[config.mk]
export PLATFORM = sky130hd
export DESIGN_NAME = multicycle_control
export DESIGN_NICKNAME = d
export VERILOG_FILES = /design/src/rtl/multicycle_control.sv
export SDC_FILE = /design/constraint.sdc
export NUM_CORES = 1
export LEC_CHECK = 0
export ABC_AREA = 1
export CORE_ASPECT_RATIO = 1.25
export CORE_MARGIN = 2
export CORE_UTILIZATION = 42
export CTS_CLUSTER_DIAMETER = 200
export CTS_CLUSTER_SIZE = 40
export DETAILED_ROUTE_END_ITERATION = 8
export PLACE_DENSITY = 0.77
export SKIP_CTS_REPAIR_TIMING = 1
export SLEW_MARGIN = 20
export SYNTH_ARGS = -nofsm -noshare
export SYNTH_HDL_FRONTEND = slang
export SYNTH_SLANG_ARGS = --single-unit
[constraint.sdc]
create_clock -name clk -period 3.55 [get_ports clk]
set_input_delay 0.8875 -clock clk [delete_from_list [all_inputs] [get_ports clk]]
set_output_delay 0.8875 -clock clk [all_outputs]
set_load 0.01 [all_outputs]
[src/rtl/multicycle_control.sv]
// Multicycle MIPS-subset control unit: sequences FETCH/DECODE/EXEC/MEM/WB,
// drives the datapath strobes combinationally from state and instruction,
// bounds every memory wait, and counts retired instructions.
module multicycle_control #(
    parameter int MEM_TIMEOUT = 16
) (
    input  logic        clk,
    input  logic        reset,
    input  logic [31:0] instruction,
    input  logic        zero,
    input  logic        mem_ready,
    output logic        ir_write,
    output logic        pc_write,
    output logic [1:0]  pc_src,
    output logic        iord,
    output logic        mem_read,
    output logic        mem_write,
    output logic [1:0]  RegDst,
    output logic [1:0]  MemToReg,
    output logic        RegWrite,
    output logic        ALUSrc,
    output logic [2:0]  ALUop,
    output logic [2:0]  state,
    output logic        halted,
    output logic        error,
    output logic [31:0] instr_count
);

    localparam int WAIT_W = $clog2(MEM_TIMEOUT + 1);

    typedef enum logic [2:0] {
        ST_FETCH  = 3'd0,
        ST_DECODE = 3'd1,
        ST_EXEC   = 3'd2,
        ST_MEM    = 3'd3,
        ST_WB     = 3'd4,
        ST_HALT   = 3'd5,
        ST_ERROR  = 3'd6
    } state_t;

    // Opcodes
    localparam logic [5:0] OP_SPECIAL = 6'h00;
    localparam logic [5:0] OP_J       = 6'h02;
    localparam logic [5:0] OP_JAL     = 6'h03;
    localparam logic [5:0] OP_BEQ     = 6'h04;
    localparam logic [5:0] OP_BNE     = 6'h05;
    localparam logic [5:0] OP_ADDI    = 6'h08;
    localparam logic [5:0] OP_ADDIU   = 6'h09;
    localparam logic [5:0] OP_SLTIU   = 6'h0B;
    localparam logic [5:0] OP_ORI     = 6'h0D;
    localparam logic [5:0] OP_LW      = 6'h23;
    localparam logic [5:0] OP_SW      = 6'h2B;
    // SPECIAL functs
    localparam logic [5:0] FN_JR      = 6'h08;
    localparam logic [5:0] FN_SYSCALL = 6'h0C;
    localparam logic [5:0] FN_ADD     = 6'h20;
    localparam logic [5:0] FN_SUB     = 6'h22;
    localparam logic [5:0] FN_AND     = 6'h24;
    localparam logic [5:0] FN_OR      = 6'h25;
    localparam logic [5:0] FN_SLT     = 6'h2A;
    // ALU operations
    localparam logic [2:0] ALU_AND = 3'b000;
    localparam logic [2:0] ALU_OR  = 3'b001;
    localparam logic [2:0] ALU_ADD = 3'b010;
    localparam logic [2:0] ALU_SUB = 3'b110;
    localparam logic [2:0] ALU_SLT = 3'b111;

    state_t              r_state;
    state_t              w_state_next;
    logic [WAIT_W-1:0]   r_wait;
    logic [31:0]         r_instr_count;

    logic [5:0] w_op;
    logic [5:0] w_fn;
    logic       w_special;
    logic       w_add, w_sub, w_and, w_or, w_slt, w_jr, w_sys;
    logic       w_addi, w_addiu, w_sltiu, w_ori;
    logic       w_lw, w_sw, w_beq, w_bne, w_j, w_jal;
    logic       w_r_alu, w_i_alu, w_supported;
    logic       w_wait_expired;
    logic       w_unused_ir;
    logic [2:0] w_alu_op;

    // Pre-reset strobe values; reset masks them at the outputs.
    logic w_ir_write, w_pc_write, w_mem_read, w_mem_write, w_reg_write;

    assign w_op        = instruction[31:26];
    assign w_fn        = instruction[5:0];
    assign w_unused_ir = ^instruction[25:6];

    assign w_special = (w_op == OP_SPECIAL);
    assign w_add     = w_special && (w_fn == FN_ADD);
    assign w_sub     = w_special && (w_fn == FN_SUB);
    assign w_and     = w_special && (w_fn == FN_AND);
    assign w_or      = w_special && (w_fn == FN_OR);
    assign w_slt     = w_special && (w_fn == FN_SLT);
    assign w_jr      = w_special && (w_fn == FN_JR);
    assign w_sys     = w_special && (w_fn == FN_SYSCALL);
    assign w_addi    = (w_op == OP_ADDI);
    assign w_addiu   = (w_op == OP_ADDIU);
    assign w_sltiu   = (w_op == OP_SLTIU);
    assign w_ori     = (w_op == OP_ORI);
    assign w_lw      = (w_op == OP_LW);
    assign w_sw      = (w_op == OP_SW);
    assign w_beq     = (w_op == OP_BEQ);
    assign w_bne     = (w_op == OP_BNE);
    assign w_j       = (w_op == OP_J);
    assign w_jal     = (w_op == OP_JAL);

    assign w_r_alu     = w_add | w_sub | w_and | w_or | w_slt;
    assign w_i_alu     = w_addi | w_addiu | w_sltiu | w_ori;
    assign w_supported = w_r_alu | w_i_alu | w_lw | w_sw | w_beq | w_bne |
                         w_j | w_jal | w_jr | w_sys;

    // Last permitted wait cycle: one more cycle without mem_ready is a timeout.
    assign w_wait_expired = (r_wait == WAIT_W'(MEM_TIMEOUT - 1));

    // ALU operation selected by the instruction class.
    always_comb begin
        w_alu_op = ALU_ADD;
        if (w_sub || w_beq || w_bne) begin
            w_alu_op = ALU_SUB;
        end else if (w_and) begin
            w_alu_op = ALU_AND;
        end else if (w_or || w_ori) begin
            w_alu_op = ALU_OR;
        end else if (w_slt || w_sltiu) begin
            w_alu_op = ALU_SLT;
        end
    end

    // Next-state decision and per-state datapath controls.
    always_comb begin
        w_state_next = r_state;
        w_ir_write   = 1'b0;
        w_pc_write   = 1'b0;
        w_mem_read   = 1'b0;
        w_mem_write  = 1'b0;
        w_reg_write  = 1'b0;
        pc_src       = 2'b00;
        iord         = 1'b0;
        RegDst       = 2'b00;
        MemToReg     = 2'b00;
        ALUSrc       = 1'b0;
        ALUop        = ALU_AND;
        case (r_state)
            ST_FETCH: begin
                w_mem_read = 1'b1;
                if (mem_ready) begin
                    w_ir_write   = 1'b1;
                    w_pc_write   = 1'b1;
                    w_state_next = ST_DECODE;
                end else if (w_wait_expired) begin
                    w_state_next = ST_ERROR;
                end
            end
            ST_DECODE: begin
                if (!w_supported) begin
                    w_state_next = ST_ERROR;
                end else if (w_sys) begin
                    w_state_next = ST_HALT;
                end else if (w_j || w_jal) begin
                    w_pc_write   = 1'b1;
                    pc_src       = 2'b10;
                    w_state_next = ST_FETCH;
                    if (w_jal) begin
                        w_reg_write = 1'b1;
                        RegDst      = 2'b10;
                        MemToReg    = 2'b10;
                    end
                end else if (w_jr) begin
                    w_pc_write   = 1'b1;
                    pc_src       = 2'b11;
                    w_state_next = ST_FETCH;
                end else begin
                    w_state_next = ST_EXEC;
                end
            end
            ST_EXEC: begin
                ALUop  = w_alu_op;
                ALUSrc = w_i_alu | w_lw | w_sw;
                if (w_beq || w_bne) begin
                    pc_src       = 2'b01;
                    w_pc_write   = w_beq ? zero : ~zero;
                    w_state_next = ST_FETCH;
                end else if (w_lw || w_sw) begin
                    w_state_next = ST_MEM;
                end else begin
                    w_state_next = ST_WB;
                end
            end
            ST_MEM: begin
                ALUop       = w_alu_op;
                ALUSrc      = w_i_alu | w_lw | w_sw;
                iord        = 1'b1;
                w_mem_read  = w_lw;
                w_mem_write = w_sw;
                if (mem_ready) begin
                    w_state_next = w_lw ? ST_WB : ST_FETCH;
                end else if (w_wait_expired) begin
                    w_state_next = ST_ERROR;
                end
            end
            ST_WB: begin
                ALUop        = w_alu_op;
                ALUSrc       = w_i_alu | w_lw | w_sw;
                w_reg_write  = 1'b1;
                RegDst       = w_r_alu ? 2'b01 : 2'b00;
                MemToReg     = w_lw ? 2'b01 : 2'b00;
                w_state_next = ST_FETCH;
            end
            ST_HALT:  w_state_next = ST_HALT;
            ST_ERROR: w_state_next = ST_ERROR;
            default:  w_state_next = ST_ERROR;
        endcase
    end

    // Reset suppresses every write/read strobe in the cycle it is asserted.
    assign ir_write  = w_ir_write  & ~reset;
    assign pc_write  = w_pc_write  & ~reset;
    assign mem_read  = w_mem_read  & ~reset;
    assign mem_write = w_mem_write & ~reset;
    assign RegWrite  = w_reg_write & ~reset;

    assign state       = r_state;
    assign halted      = (r_state == ST_HALT);
    assign error       = (r_state == ST_ERROR);
    assign instr_count = r_instr_count;

    // State register.
    always_ff @(posedge clk) begin
        if (reset) begin
            r_state <= ST_FETCH;
        end else begin
            r_state <= w_state_next;
        end
    end

    // Wait counter: counts cycles stalled in FETCH/MEM, cleared on any state change.
    always_ff @(posedge clk) begin
        if (reset) begin
            r_wait <= '0;
        end else if ((r_state == ST_FETCH || r_state == ST_MEM) && (w_state_next == r_state)) begin
            r_wait <= r_wait + 1'b1;
        end else begin
            r_wait <= '0;
        end
    end

    // Retired-instruction counter: one per return to FETCH from an active state.
    always_ff @(posedge clk) begin
        if (reset) begin
            r_instr_count <= '0;
        end else if ((w_state_next == ST_FETCH) &&
                     (r_state inside {ST_DECODE, ST_EXEC, ST_MEM, ST_WB})) begin
            r_instr_count <= r_instr_count + 32'd1;
        end
    end

endmodule

**Register map, names as in the netlist**

Scale: 4 px per µm. Other cells in gray.
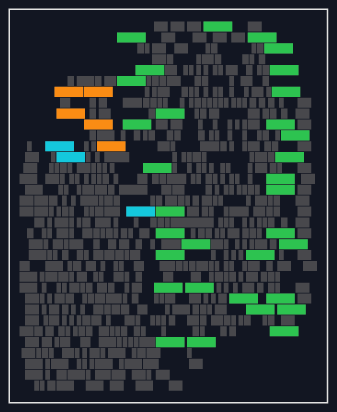
Green shows `instr_count`, sequential cells 32. Orange shows `r_wait`, sequential cells 5, where north-west. Cyan shows `state`, sequential cells 3.
seq pwr: 0.531 mW
sequential fraction of total cell area: 19.5%
Final Util: 59.5%
Flop area: 801 µm²

==> results.toml <==
# implementation run metrics
[status]
status = "complete, no violations"

[finish]
comb_area_share_pct = 47.1
comb.multi_input.count = 377
largest_reg_flops = 32
sequential_cell_total = 40
buf_share_pct = 23.9
instances_no_fill = 662
n_all_buffers = 103
layout_top_cells = "nand2_1 (123), nor2_1 (73), nand3_1 (51)"
syn_to_final_growth_pct = 38.1
postLayoutCellArea_mm2 = 0.00410
n_clock_buffer = 6

[final_timing]
drv_slew = 0
worst_pin_slew_ps = 423
finalSetupViolCount = 0
finalHoldViolations = 0
whs_ps = 474
fin_setup_tns_ps = 0
fin_crit_sh_pct = 99.3

[yosys]
top_cell = "nand2_1"
synth_adder_area_share_pct = 1.26
postSynthCellCount = 475
logic_family = "simple AND/OR/NAND/NOR gates"
mux_share_pct = 0
postSynthAreaPerCell_um2 = 6.25
yosysWarnings = 0
ys_sh_aoi_pct = 7.50
synth_top_cell_by_area = "dfxtp_1"
top_cell_area_share_pct = 27.0

[floorplan]
die_h_um = 98.0
initCoreUtil_pct = 43.1
die_x_um = 79.2
ios = 89

[global_routing]
globalRouteMet1Util_pct = 23.3

[hold_path]
hp-class = "flip-flop to flip-flop"
holdPathEnd = "r_wait[0]$_SDFF_PP0_"
hold_path_depth = 1

[critical_path]
endpoint = "RegWrite"
cp.arrival_ps = 2640
worstPathMaxFanout = 2
regToRegSetupSlack_ps = 1300
cp.depth = 15
r2r_start = "instr_count[0]$_SDFFE_PP0P_"
r2r_end = "instr_count[28]$_SDFFE_PP0P_"

[pwr]
power.density_mw_per_mm2 = 449
pwr-share-clk_pct = 19.9
p_switching_mw = 0.834
power-top-group = "combinational logic"
seqPwrFrac_pct = 28.9
pg_clk_mw = 0.366
switching_share_pct = 45.4
peakVddDrop_v = 0.000410

[clocking]
ctsRootBufferMaster = "clkbuf_8"
clock_latency_ps = 290
cts_max_path_buffers = 2
clkSinkCount = 40
cts_tree = "yes"

[drt]
routed_via_density = 5.02
wl_met3_um = 291
drc = 0
highest_layer = "met4"

[placement]
pre_cts_ws_ps = -374
place_hpwl_mm = 6.46
portBuffers = 68

[job]
tool_warnings = 47
**Signal wires on met3**

Scale: 4 px per µm.
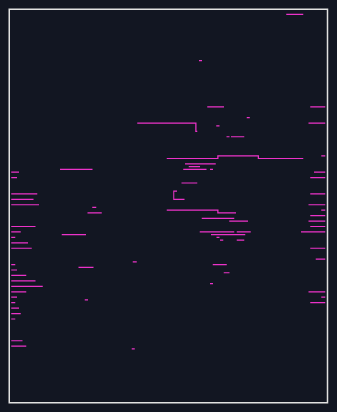
62 nets have wire on it. The longest straight run is 14.5 µm.
met3 Use GR: 3.05%
total number of vias: 3,325
routed wire length: 8.32 mm

Power and IR drop assume default switching activity.
